File: src/rtl/p_hardisc.sv
// Shared fetch-side types for the hardisc core.
// IFB entry layout, status codes and feeder state.
package p_hardisc;

  localparam int IFB_WIDTH = 38;

  localparam logic [2:0] FETCH_VALID = 3'b000;
  localparam logic [2:0] FETCH_BUSER = 3'b010;

  localparam logic [1:0] HT_IDLE   = 2'b00;
  localparam logic [1:0] HT_NONSEQ = 2'b10;

  typedef enum logic {
    RUN  = 1'b0,
    HALT = 1'b1
  } fetch_state_t;

  typedef struct packed {
    logic [31:0]  pc;
    logic [31:0]  daddr;
    logic [31:0]  aaddr;
    fetch_state_t state;
    logic         dphase;
    logic         discard;
    logic         redir;
    logic         apend;
  } ifbf_regs_t;

  function automatic int popcount_ifb(input logic [31:0] occ);
    int n;
    n = 0;
    for (int i = 0; i < 32; i++) begin
      n = n + int'(occ[i]);
    end
    return n;
  endfunction

endpackage

File: src/rtl/seu_regs.sv
// State register bank with synchronous active-low reset.
// Single place where protected builds can harden state.
module seu_regs #(
  parameter string        LABEL  = "REG",
  parameter int           W      = 1,
  parameter logic [W-1:0] RSTVAL = '0
) (
  input  logic         s_clk_i,
  input  logic         s_resetn_i,
  input  logic [W-1:0] s_d_i,
  output logic [W-1:0] s_q_o
);

  // register the whole bank; reset loads RSTVAL
  always_ff @(posedge s_clk_i) begin
    if (!s_resetn_i) begin
      s_q_o <= RSTVAL;
    end else begin
      s_q_o <= s_d_i;
    end
  end

endmodule

File: src/rtl/ifb_feeder.sv
// Instruction fetch requester feeding the IFB.
// AHB-Lite reads from a sequential PC, credit = IFB occupancy.
module ifb_feeder
  import p_hardisc::*;
#(
  parameter int          SIZE      = 2,
  parameter logic [31:0] BOOT_ADDR = 32'h0000_0000,
  parameter string       LABEL     = "IFBF"
) (
  input  logic                 s_clk_i,
  input  logic                 s_resetn_i,
  input  logic                 s_flush_i,
  input  logic [31:0]          s_flush_addr_i,
  input  logic [SIZE-1:0]      s_ifb_occ_i,
  output logic [31:0]          s_haddr_o,
  output logic [1:0]           s_htrans_o,
  input  logic                 s_hready_i,
  input  logic                 s_hresp_i,
  input  logic [31:0]          s_hrdata_i,
  input  logic [6:0]           s_hchecksum_i,
  output logic                 s_push_o,
  output logic [IFB_WIDTH-1:0] s_data_o,
  output logic [6:0]           s_checksum_o,
  output logic [31:0]          s_fetch_addr_o
);

  localparam ifbf_regs_t RST_V = '{
    pc:      BOOT_ADDR,
    daddr:   32'd0,
    aaddr:   32'd0,
    state:   RUN,
    dphase:  1'b0,
    discard: 1'b0,
    redir:   1'b0,
    apend:   1'b0
  };

  ifbf_regs_t  r_q;
  ifbf_regs_t  r_d;
  int          occ_cnt;
  logic        credit;
  logic        issue;
  logic        nonseq;
  logic        acc;
  logic        dcomp;
  logic        push;
  logic        berr;
  logic [31:0] addr;

  seu_regs #(
    .LABEL  ({LABEL, "_ST"}),
    .W      ($bits(ifbf_regs_t)),
    .RSTVAL (RST_V)
  ) u_regs (
    .s_clk_i    (s_clk_i),
    .s_resetn_i (s_resetn_i),
    .s_d_i      (r_d),
    .s_q_o      (r_q)
  );

  // bus handshake decode; a waiting address phase is held as-is
  always_comb begin
    occ_cnt = popcount_ifb(32'(s_ifb_occ_i));
    credit  = (occ_cnt + int'(r_q.dphase) + 1) <= SIZE;
    issue   = (r_q.state == RUN) & ~r_q.redir & ~r_q.apend
            & ~s_flush_i & credit;
    nonseq  = s_resetn_i & (r_q.apend | issue);
    addr    = r_q.apend ? r_q.aaddr : r_q.pc;
    acc     = nonseq & s_hready_i;
    dcomp   = r_q.dphase & s_hready_i;
    push    = s_resetn_i & dcomp & ~r_q.discard & ~s_flush_i;
    berr    = push & s_hresp_i;
  end

  // next state: pipeline flags, PC advance, redirect and halt
  always_comb begin
    r_d = r_q;
    if (acc) begin
      r_d.apend   = 1'b0;
      r_d.dphase  = 1'b1;
      r_d.daddr   = addr;
      r_d.discard = r_q.redir | s_flush_i | berr;
      r_d.redir   = 1'b0;
      if (!r_q.redir) begin
        r_d.pc = r_q.pc + 32'd4;
      end
    end else begin
      if (nonseq) begin
        r_d.apend = 1'b1;
        r_d.aaddr = addr;
      end
      if (dcomp) begin
        r_d.dphase  = 1'b0;
        r_d.discard = 1'b0;
      end else if (s_flush_i & r_q.dphase) begin
        r_d.discard = 1'b1;
      end
      if (s_flush_i & nonseq) begin
        r_d.redir = 1'b1;
      end
    end
    if (s_flush_i) begin
      r_d.pc    = s_flush_addr_i;
      r_d.state = RUN;
    end else if (berr) begin
      r_d.state = HALT;
    end
  end

  // bus and IFB outputs; data and checksum pass straight through
  always_comb begin
    s_htrans_o     = nonseq ? HT_NONSEQ : HT_IDLE;
    s_haddr_o      = addr;
    s_push_o       = push;
    s_data_o       = {2'b00,
                      s_hresp_i ? FETCH_BUSER : FETCH_VALID,
                      1'b0, s_hrdata_i};
    s_checksum_o   = s_hchecksum_i;
    s_fetch_addr_o = r_q.daddr;
  end

endmodule
File: config.mk
export PLATFORM = sky130hd
export DESIGN_NAME = ifb_feeder
export DESIGN_NICKNAME = d
export VERILOG_FILES = /design/src/rtl/p_hardisc.sv /design/src/rtl/seu_regs.sv /design/src/rtl/ifb_feeder.sv
export SDC_FILE = /design/constraint.sdc
export NUM_CORES = 1
export LEC_CHECK = 0
export CORE_MARGIN = 2
export CORE_UTILIZATION = 30
export CTS_CLUSTER_DIAMETER = 100
export DETAILED_ROUTE_END_ITERATION = 6
export PLACE_DENSITY_LB_ADDON = 0.12
export SLEW_MARGIN = 30
export SYNTH_ARGS = -nofsm -noshare
export SYNTH_HDL_FRONTEND = slang
export SYNTH_HIERARCHICAL = 1
export SYNTH_SLANG_ARGS = --single-unit
File: constraint.sdc
create_clock -name s_clk_i -period 3.05 [get_ports s_clk_i]
set_clock_uncertainty 0.15 [all_clocks]
set_input_delay 0.61 -clock s_clk_i [delete_from_list [all_inputs] [get_ports s_clk_i]]
set_output_delay 0.61 -clock s_clk_i [all_outputs]
set_load 0.03 [all_outputs]
run_1/clock_map.png
Scale: 4 px per µm.
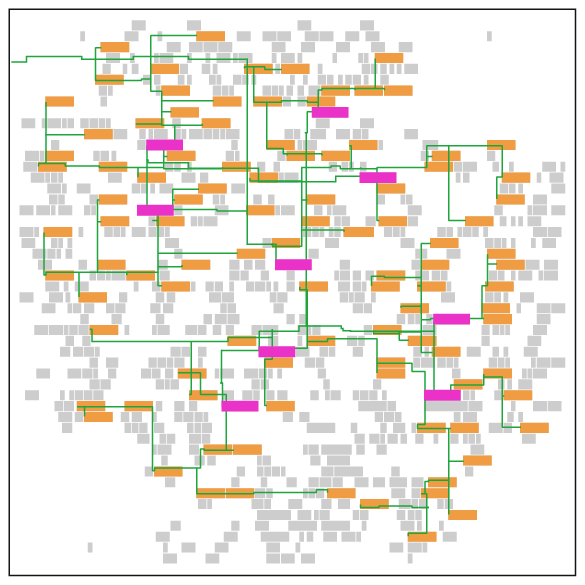
[magenta] cells driving clock nets | count: 9
[green] clock wires | length: 1,480 µm
[orange] flip-flops | count: 101
flops lie	widely spread

run_1/zoom.png
Region (96, 96) to (116, 116) µm. Cells in gray, sequential cells in the stronger gray; small squares are vias.
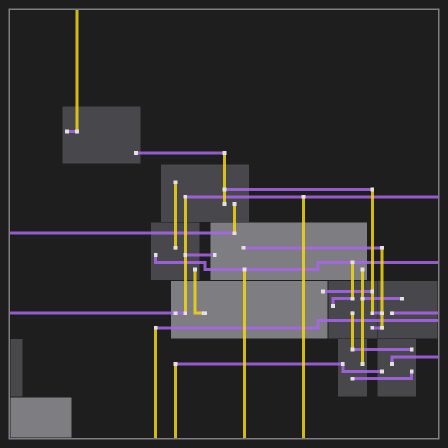
color	layer
purple	met1
yellow	met2
cells with their middle in the window	9
netlist names of flops here include	u_regs/s_q_o (2)
most frequent	and2_1 (2), dfxtp_1 (2)
sequential cells in the window	2

run_1/pdn.png
Scale: 3 px per µm. Pins as bars on the die edge.
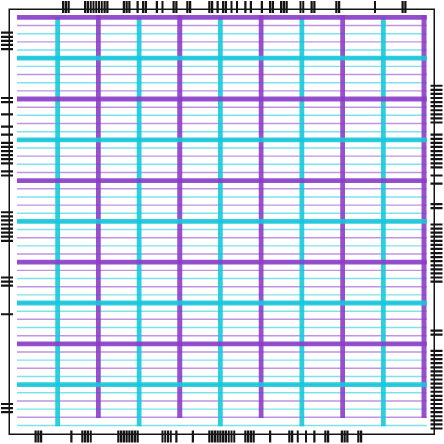
color	net
purple	VDD
cyan	VSS
met4 straps	10
rows	50
met1 rails	51
signal pins	190
met5 straps	10
CORE AREA: 0.0186 mm²
die extent in x: 141 µm
Worst VDD drop: 0.000249 V
chip height: 141 µm

==> impl_metrics.tcl, run 1 <==
# yosys + openroad results
set metrics [dict create \
    worstMarginPinSlew_ps 677 \
    required_ps 2290 \
    timing.rr.start "u_regs/s_q_o[3]" \
    critical_path_class "input pin to primary output" \
    cp-end-kind "primary output" \
    finalCoreUtilization_pct 37.1 \
    grt_max_degree 84 \
    grt_first_pass_wirelength_mm 24.0 \
    fin_ws_ps 116 \
    nets 827 \
    synth-main-ff-cell "dfxtp_1" \
    dp_hpwl_mm 10.7 \
    max_flop_register "u_regs/s_q_o" \
    path_max_fanout 9 \
    tool_warnings 27 \
    nFillCells 1887 \
    synth.yosys.chip_area_mm2 0.00565 \
    firstDrtPassIters 4 \
    worstHoldStart "u_regs/s_q_o[51]" \
    totalNegativeSetupSlack_ps 0 \
    largest_register_ff_count 101 \
    clkSinkCount 101 \
    synth_flop_count 101 \
    htree_levels 3 \
    path_cells "clkdlybuf4s50_1 > inv_1 > fa_1 > nor4b_4 > o21a_1 > buf_12" \
    p_leak_uw 0.00261 \
    netlist_area_mm2 0.00565 \
    cts.path.max_buffers 2 \
    routed_wl_mm 15.0 \
    fp-utilization_pct 30.4 \
    postCtsSetupRepairBufs 0 \
    setup_viol 0 \
    path_buffers 3 \
    gp_congestion 0.796 \
    io_pins 190 \
    cp-startpoint "s_ifb_occ_i[0]" \
    slew_headroom_pct 54.9 \
    cts.clk_slew.worst_paths_ps 60 \
    yosysUniqueCellTypes 48 \
    ys_seq_share_pct 35.8 \
    holdBufCountCts 0 \
    dp_worst_setup_slack_ps -126 \
    ys_warn_count 6 \
    slowest_delay_ps 530 \
    status "finished, final reports clean" \
    post-route-drc-count 0 \
    rsz0062_at_grt "no" \
    syn_to_final_growth_pct 22.0 \
    worstSkewPairLatency_ps 350 \
    drt_iter0_drc 217 \
    die_area_mm2 0.0199 \
    layout-drive-gt1-share_pct 5.85 \
    grt_overflow 0 \
    top_cells_by_area "dfxtp_1 36%, and2_1 12%, o21ai_0 6.7%" \
    cts_resized 0 \
    syn_avg_cell_area_um2 8.02 \
    viasPerCell 4.87 \
    wl_per_cell_um 15.2 \
    largest_area_cell "dfxtp_1" \
    lay_top_count "and2_1" \
    io_buffers 105 \
    largestRegisters "u_regs/s_q_o (101)" \
    finalHoldViolations 0 \
    numCtsBuffers 9 \
    track_usage_pct 15.1 \
    min_period_ps 2930 \
    vias 4798 \
    top_cell_area_share_pct 35.8 \
    drtAntennaViolNets 0 \
    synth_cells 704 \
]
[run 1: final cells by class]
cell class	instances	area, µm²	share of cell area [%]
repair buffers	124	1250	18.1
flip-flops and latches	101	2020	29.4
clock buffers	9	225	3.27
well taps	234	293	4.25
inverters	40	150	2.18
clock inverters	7	73.8	1.07
multi-input cells	471	2880	41.8
[run 1: through the flow]
| step | power, µW | cell area, µm² | std cells | hold WS (ps) |
|---|---|---|---|---|
| finish | 3100 | 6890 | 986 | 412 |
| global route | 3240 | 6890 | 986 | 445 |
| floorplan | 1840 | 5670 | 709 | 378 |
| detailed placement | 1940 | 6590 | 970 | 396 |
| global placement | 1940 | 6590 | 970 | 389 |
| CTS | 3150 | 6890 | 986 | 416 |
[run 1: where the power goes]
part | internal, µW | switching [µW]
Clock | 643 | 547
Combinational | 214 | 270
Sequential | 1360 | 58.7
Total | 2220 | 876
[run 1: final timing paths]
check                     endpoint  slack [ps]  cells past startpoint
setup reg to reg  u_regs/s_q_o[90]         530                      8
setup / recovery     s_htrans_o[1]         120                      6
hold reg to reg   u_regs/s_q_o[51]         410                      3
hold / removal    u_regs/s_q_o[51]         410                      3
[run 1: cells in the mapped netlist, types with 5 or more instances]
library cell and number:
a21oi_1 5, a31oi_1 18, and2_1 104, and4_1 7
buf_4 47, buf_6 11, clkbuf_1 34, dfxtp_1 101
inv_1 39, mux2i_1 33, nand2_1 81, nand3_1 14
nand4_1 16, nor2_1 23, o211ai_1 7, o21ai_0 76
o31ai_1 13, or4_1 23
[run 1: per-layer routing]
layer,part of all wire (%),global-route usage [%]
met1,46,19.3
met2,48,25.6
met3,5.0,3.26
met4,1.5,4.53
met5,0,0
[run 1: kinds of logic (layout without fill, tap and decap cells)]
family                     count (synthesis)  count (layout)  synth area share, %
AOI/OAI and AO/OA                        137             137                 14.7
other                                      1               6               0.0664
muxes                                     35              35                 6.25
and+or+nand+nor                          287             287                 28.2
xor gates and xnor gates                   4               4                0.620
adders and majority gates                  2               2                0.576
DFF                                      101             101                 35.8
buffers and inverters                    137             180                 13.8
[run 1: worst min-delay path, cell delays in order (launching register included)]
cell and delay, ps:
dfxtp_1 330, nand2_1 50, o21ai_0 50, and2_1 110
==> inputs of run 2 (changes only) <==
--- a/config.mk
+++ b/config.mk
@@ -10,6 +10,7 @@
 export CTS_CLUSTER_DIAMETER = 100
 export DETAILED_ROUTE_END_ITERATION = 6
 export PLACE_DENSITY_LB_ADDON = 0.12
+export REMOVE_ABC_BUFFERS = 1
 export SLEW_MARGIN = 30
 export SYNTH_ARGS = -nofsm -noshare
 export SYNTH_HDL_FRONTEND = slang
run_2/zoom.png
Region (96, 96) to (116, 116) µm. Cells in gray, sequential cells in the stronger gray; small squares are vias.
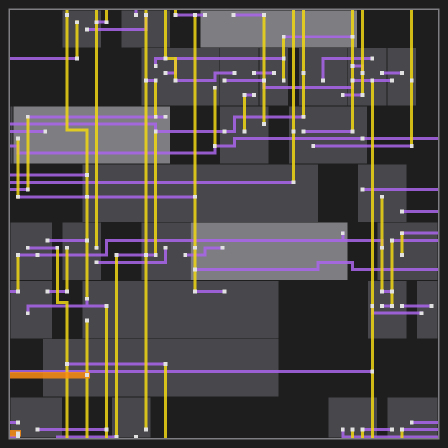
color	layer
yellow	met2
orange	met3
purple	met1
netlist names of flops here include	u_regs/s_q_o (3)
most frequent	and2_1 (6), mux2i_1 (4), o21ai_0 (4)
sequential cells in the window	3
cells with their middle in the window	28

==> run 2 against run 1 <==
Net effect: clock power grew about 10%; worst hold slack gained 0.55 ps; die size is the same; power grew 5.0%; count of clock-buffer cells in the layout is the same; combinational power is essentially flat; worst setup slack gained 76 ps; via count grew 1.3%; area after synthesis is the same; design area grew 0.56%; first-iteration DRC count grew 35%; synthesized cell count is the same; largest power group unchanged; highest routed layer unchanged.
==> impl_metrics.tcl, run 2 <==
# yosys + openroad results
set metrics [dict create \
    slowest_delay_ps 590 \
    design.core.area_mm2 0.0186 \
    finalCoreUtilization_pct 37.3 \
    top_cell_area_share_pct 35.8 \
    max_flop_register "u_regs/s_q_o" \
    antenna_found_initial 0 \
    required_ps 2290 \
    finalHoldViolations 0 \
    lay_top_count "and2_1" \
    dieHeight_um 141 \
    viasPerCell 4.92 \
    netlist_area_mm2 0.00565 \
    gp_congestion 0.789 \
    synth-main-ff-cell "dfxtp_1" \
    track_usage_pct 16.2 \
    slew_headroom_pct 57.6 \
    maxCapViolCount 0 \
    drtAntennaViolNets 0 \
    vias 4861 \
    min_period_ps 2860 \
    synthTopCellsByCount "104 x and2_1, 101 x dfxtp_1, 81 x nand2_1" \
    io_pins 190 \
    whs_ps 412 \
    cts.path.max_buffers 2 \
    ys_warn_count 6 \
    path_cells "buf_4 > mux2i_1 > inv_1 > clkdlybuf4s50_1" \
    cp-end-kind "primary output" \
    wl_per_cell_um 16.6 \
    totalNegativeSetupSlack_ps 0 \
    place_inst 969 \
    worstMarginPinSlew_ps 635 \
    die_area_mm2 0.0199 \
    synth_cells 704 \
    layout-drive-gt1-share_pct 6.10 \
    nets 829 \
    top_cells_by_area "dfxtp_1 36%, and2_1 12%, o21ai_0 6.7%" \
    syn_avg_cell_area_um2 8.02 \
    grt_first_pass_wirelength_mm 25.0 \
    fmax_mhz 350 \
    largestRegisters "u_regs/s_q_o (101)" \
    numCtsBuffers 9 \
    setup_viol 0 \
    largest_register_ff_count 101 \
    ys_seq_share_pct 35.8 \
    fp-utilization_pct 30.4 \
    irDropWorstVdd_v 0.000259 \
    synth.yosys.chip_area_mm2 0.00565 \
    routed_wl_mm 16.4 \
    nFillCells 1898 \
    rsz0062_at_grt "no" \
    worstSkewPairLatency_ps 350 \
    grt_overflow 0 \
    cts.clk_slew.worst_paths_ps 70 \
    cts_resized 0 \
    post-route-drc-count 0 \
    critical_path_class "flip-flop to primary output" \
    slew_violations 0 \
    clkSinkCount 101 \
    fin_ws_ps 192 \
    cts_root_buf "clkbuf_16" \
    largest_area_cell "dfxtp_1" \
    critical-path-slowest-cell "clkdlybuf4s50_1" \
    io_buffers 105 \
    htree_levels 3 \
    drt_iter0_drc 292 \
    status "finished, final reports clean" \
    holdBufCountCts 0 \
    finalCritPeriodShare_pct 93.7 \
    synth.most_common_cell "and2_1" \
    dp_worst_setup_slack_ps -153 \
    dp_hpwl_mm 11.5 \
    die_x_um 141 \
    yosysUniqueCellTypes 48 \
    path_buffers 3 \
    path_max_fanout 27 \
    tool_warnings 26 \
    layoutNonFillerInstCount 988 \
    powerDensity_mw_per_mm2 470 \
    edf_count 0 \
    placementRows 50 \
    firstDrtPassIters 5 \
    synth_flop_count 101 \
    syn_to_final_growth_pct 22.7 \
    p_leak_uw 0.00263 \
    grt_max_degree 76 \
    hold_path_class "flip-flop to flip-flop" \
]
run 2: cell types whose count changed in the layout (fill, tap and decap cells not counted):
cell        delta
inv_8          -1
bufinv_16      +2
clkinv_2       -3
clkinvlp_4     +2
buf_4          +4
buf_12         -2
run 2: power by group:
part | total, µW | switching [µW] | internal [µW]
clock | 1350 | 540 | 807
sequential | 1420 | 55.5 | 1360
combinational | 486 | 270 | 216
run 2: kinds of logic after synthesis:
logic type,synth area share [%]
muxes,6.25
other,0.0664
adders and majority gates,0.576
and+or+nand+nor,28.2
xor gates and xnor gates,0.620
buffers and inverters,13.8
AOI/OAI and AO/OA,14.7
DFF,35.8
run 2: repair_timing:
item / in CTS / in global routing
hold endpoints to repair: 0 / 0
setup endpoints to repair: 0 / 1
setup buffers: 0 / 3
run 2: area by class of cell:
cell class	instances	area, µm²	share of cell area [%]
sequential	101	2020	29.2
clock buffer	9	225	3.25
clock inverter	7	123	1.77
tap	234	293	4.23
timing repair buffer	126	1240	17.8
inverter	40	150	2.17
multi-input combinational	471	2880	41.5
run 2: per-layer routing:
| metal | wire length [µm] | up-vias | share of wire, % | GRT usage (%) |
|---|---|---|---|---|
| met2 | 7070 | 151 | 43 | 24.0 |
| li1 | - | 2443 | - | - |
| met3 | 1290 | 12 | 7.9 | 7.00 |
| met5 | 0 | - | 0 | 3.01 |
| met1 | 7830 | 2255 | 48 | 21.3 |
| met4 | 174 | 0 | 1.1 | 4.42 |
run 2: worst register-to-register path, delay by kind of cell (launching register included):
family	cells	cell delay (ps)
DFF	1	590
AOI/OAI and AO/OA	1	180
and+or+nand+nor	4	1400
run 2: path summary, 6_finish.rpt:
kind	from	end	slack, ps	depth (start not counted)
max	u_regs/s_q_o[0]	s_haddr_o[4]	190	4
min	u_regs/s_q_o[36]	u_regs/s_q_o[36]	410	3
max reg2reg	u_regs/s_q_o[73]	u_regs/s_q_o[84]	670	5
min reg2reg	u_regs/s_q_o[36]	u_regs/s_q_o[36]	410	3
run 2: metrics by stage:
step                cell area, µm²  power [µW]
floorplan                     5040        1700
global placement              6560        1920
detailed placement            6560        1940
CTS                           6900        3310
global route                  6930        3400
finish                        6930        3250
==> inputs of run 3 (changes only) <==
--- a/config.mk
+++ b/config.mk
@@ -6,7 +6,7 @@
 export NUM_CORES = 1
 export LEC_CHECK = 0
 export CORE_MARGIN = 2
-export CORE_UTILIZATION = 30
+export CORE_UTILIZATION = 42
 export CTS_CLUSTER_DIAMETER = 100
 export DETAILED_ROUTE_END_ITERATION = 6
 export PLACE_DENSITY_LB_ADDON = 0.12
run_3/pdn.png
Scale: 3 px per µm. Pins as bars on the die edge.
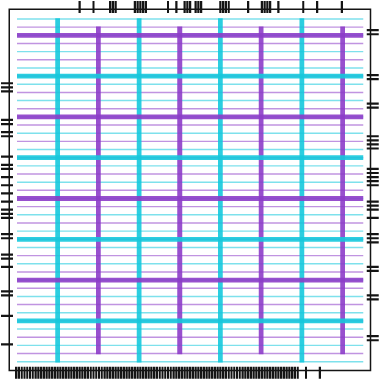
color	net
purple	VDD
cyan	VSS
met4 straps	8
met1 rails	43
signal pins	190

==> run 3 against run 2 <==
Net effect: combinational power about the same; final cell count decreased by 5.8%; area after synthesis is the same; worst hold slack lost 2.0 ps; critical path type is now input pin to primary output; largest cell class unchanged.
==> impl_metrics.tcl, run 3 <==
# yosys + openroad results
set metrics [dict create \
    finalCritPeriodShare_pct 97.2 \
    cp-end-kind "primary output" \
    totalNegativeSetupSlack_ps 0 \
    grt_first_pass_wirelength_mm 23.6 \
    drt_iter0_drc 373 \
    antenna_cells 0 \
    top_cells_by_area "dfxtp_1 36%, and2_1 12%, o21ai_0 6.7%" \
    synth_flop_count 101 \
    slew_violations 0 \
    placed_area_mm2 0.00648 \
    routed_wl_mm 15.2 \
    final_area_mm2 0.00683 \
    syn_to_final_growth_pct 20.9 \
    die_area_mm2 0.0144 \
    nets 830 \
    required_ps 2290 \
    start_kind "input pin" \
    synth.yosys.chip_area_mm2 0.00565 \
    synth_cells 704 \
    path_max_fanout 7 \
    cts.path.max_buffers 2 \
    min_period_ps 2960 \
    vias 4828 \
    synth-main-ff-cell "dfxtp_1" \
    max_flop_register "u_regs/s_q_o" \
    ys_seq_share_pct 35.8 \
    cts.clk_slew.worst_paths_ps 70 \
    most-common-layout-cells "104 x and2_1, 102 x clkdlybuf4s50_1, 100 x dfxtp_1, 81 x nand2_1, 76 x o21ai_0" \
    hold_path_class "flip-flop to flip-flop" \
    viasPerCell 5.19 \
    edf_count 0 \
    placementRows 42 \
    async_reset_ff_share_pct 0 \
    irDropWorstVdd_v 0.000272 \
    drtAntennaViolNets 0 \
    clkSinkCount 101 \
    fp-utilization_pct 42.8 \
    rsz0062_at_grt "no" \
    powerDensity_mw_per_mm2 457 \
    holdBufCountCts 0 \
    ys_cells 704 \
    cts_resized 0 \
    worstMarginPinSlew_ps 631 \
    netlist_area_mm2 0.00565 \
    wl_per_cell_um 16.3 \
    total_power_uw 3120 \
    numCtsBuffers 9 \
    yosysUniqueCellTypes 48 \
    worstSkewPairLatency_ps 350 \
    tool_warnings 26 \
    top_cell_area_share_pct 35.8 \
    postCtsSetupRepairBufs 0 \
    io_buffers 105 \
    largest_area_cell "dfxtp_1" \
    die_x_um 120 \
    status "finished, final reports clean" \
    io_pins 190 \
    synth.most_common_cell "and2_1" \
    maxCapViolCount 0 \
    layout-drive-gt1-share_pct 6.23 \
    fmax_mhz 337 \
    dieHeight_um 120 \
    lay_top_count "and2_1" \
    htree_levels 3 \
    dp_hpwl_mm 10.6 \
    grt_overflow 0 \
    gp_congestion 0.847 \
    firstDrtPassIters 4 \
    antenna_found_initial 0 \
    p_leak_uw 0.00262 \
    cts_root_buf "clkbuf_16" \
    synthTopCellsByCount "104 x and2_1, 101 x dfxtp_1, 81 x nand2_1" \
    track_usage_pct 20.9 \
    finalHoldViolations 0 \
    post-route-drc-count 0 \
    syn_avg_cell_area_um2 8.02 \
    grt_max_degree 80 \
    nFillCells 1265 \
    design.core.area_mm2 0.0132 \
    largestRegisters "u_regs/s_q_o (101)" \
    critical_path_class "input pin to primary output" \
    setup_viol 0 \
    ys_warn_count 6 \
    largest_register_ff_count 101 \
    slew_headroom_pct 57.9 \
]
-- run 3: cell types whose count changed in the layout (fill, tap and decap cells not counted) --
cell,change
clkinv_2,+3
clkinv_4,-1
bufinv_16,-1
buf_4,+1
inv_6,-1
-- run 3: worst paths after layout --
| kind | startpoint | to | slack, ps | cells past startpoint |
|---|---|---|---|---|
| worst max-delay path | s_ifb_occ_i[0] | s_htrans_o[1] | 90 | 7 |
| worst min-delay path | u_regs/s_q_o[16] | u_regs/s_q_o[16] | 410 | 3 |
| worst max register to register | u_regs/s_q_o[3] | u_regs/s_q_o[64] | 700 | 9 |
| worst min register to register | u_regs/s_q_o[16] | u_regs/s_q_o[16] | 410 | 3 |
-- run 3: kinds of logic after synthesis --
family                     after synthesis  synth area share (%)
other                                    1                0.0664
and+or+nand+nor                        287                  28.2
muxes                                   35                  6.25
DFF                                    101                  35.8
xor gates and xnor gates                 4                 0.620
buffers and inverters                  137                  13.8
adders and majority gates                2                 0.576
AOI/OAI and AO/OA                      137                  14.7
-- run 3: cell type report --
class                      instances  area, µm²  area share (%)
timing repair buffer             127       1240            18.2
clock inverter                     7       90.1            1.32
sequential                       101       2020            29.6
inverter                          40        150            2.20
clock buffer                       9        225            3.30
multi-input combinational        471       2880            42.1
tap                              176        220            3.22
-- run 3: critical path, cell delays in order --
cell and delay, ps:
clkdlybuf4s50_1 450, inv_1 50, fa_1 420, nor4b_4 140, buf_4 170, o21a_1 200, buf_4 170
-- run 3: metrics by stage --
| stage | hold slack [ps] | cells | utilization [%] | worst slack (ps) |
|---|---|---|---|---|
| global route | 440 | 931 | 51.8 | 28.6 |
| global placement | 388 | 911 | 49.2 | -58.1 |
| finish | 410 | 931 | 51.8 | 85.6 |
| floorplan | 378 | 612 | - | -1050 |
| detailed placement | 397 | 911 | 49.2 | -119 |
| CTS | 413 | 927 | 51.5 | 57.5 |
-- run 3: per-layer routing --
layer / part of all wire, % / track usage (%) / vias up
li1: - / - / 2441
met3: 8.8 / 8.08 / 20
met1: 47 / 28.6 / 2175
met4: 1.5 / 6.99 / 4
met5: 0.53 / 4.41 / -
met2: 42 / 29.5 / 188
-- run 3: report_power, final --
group          switching (µW)  internal (µW)
combinational             266            217
sequential               55.8           1360
clock                     500            714
total                     822           2300
No activity file was given, so power comes from the tool's default toggle rates.
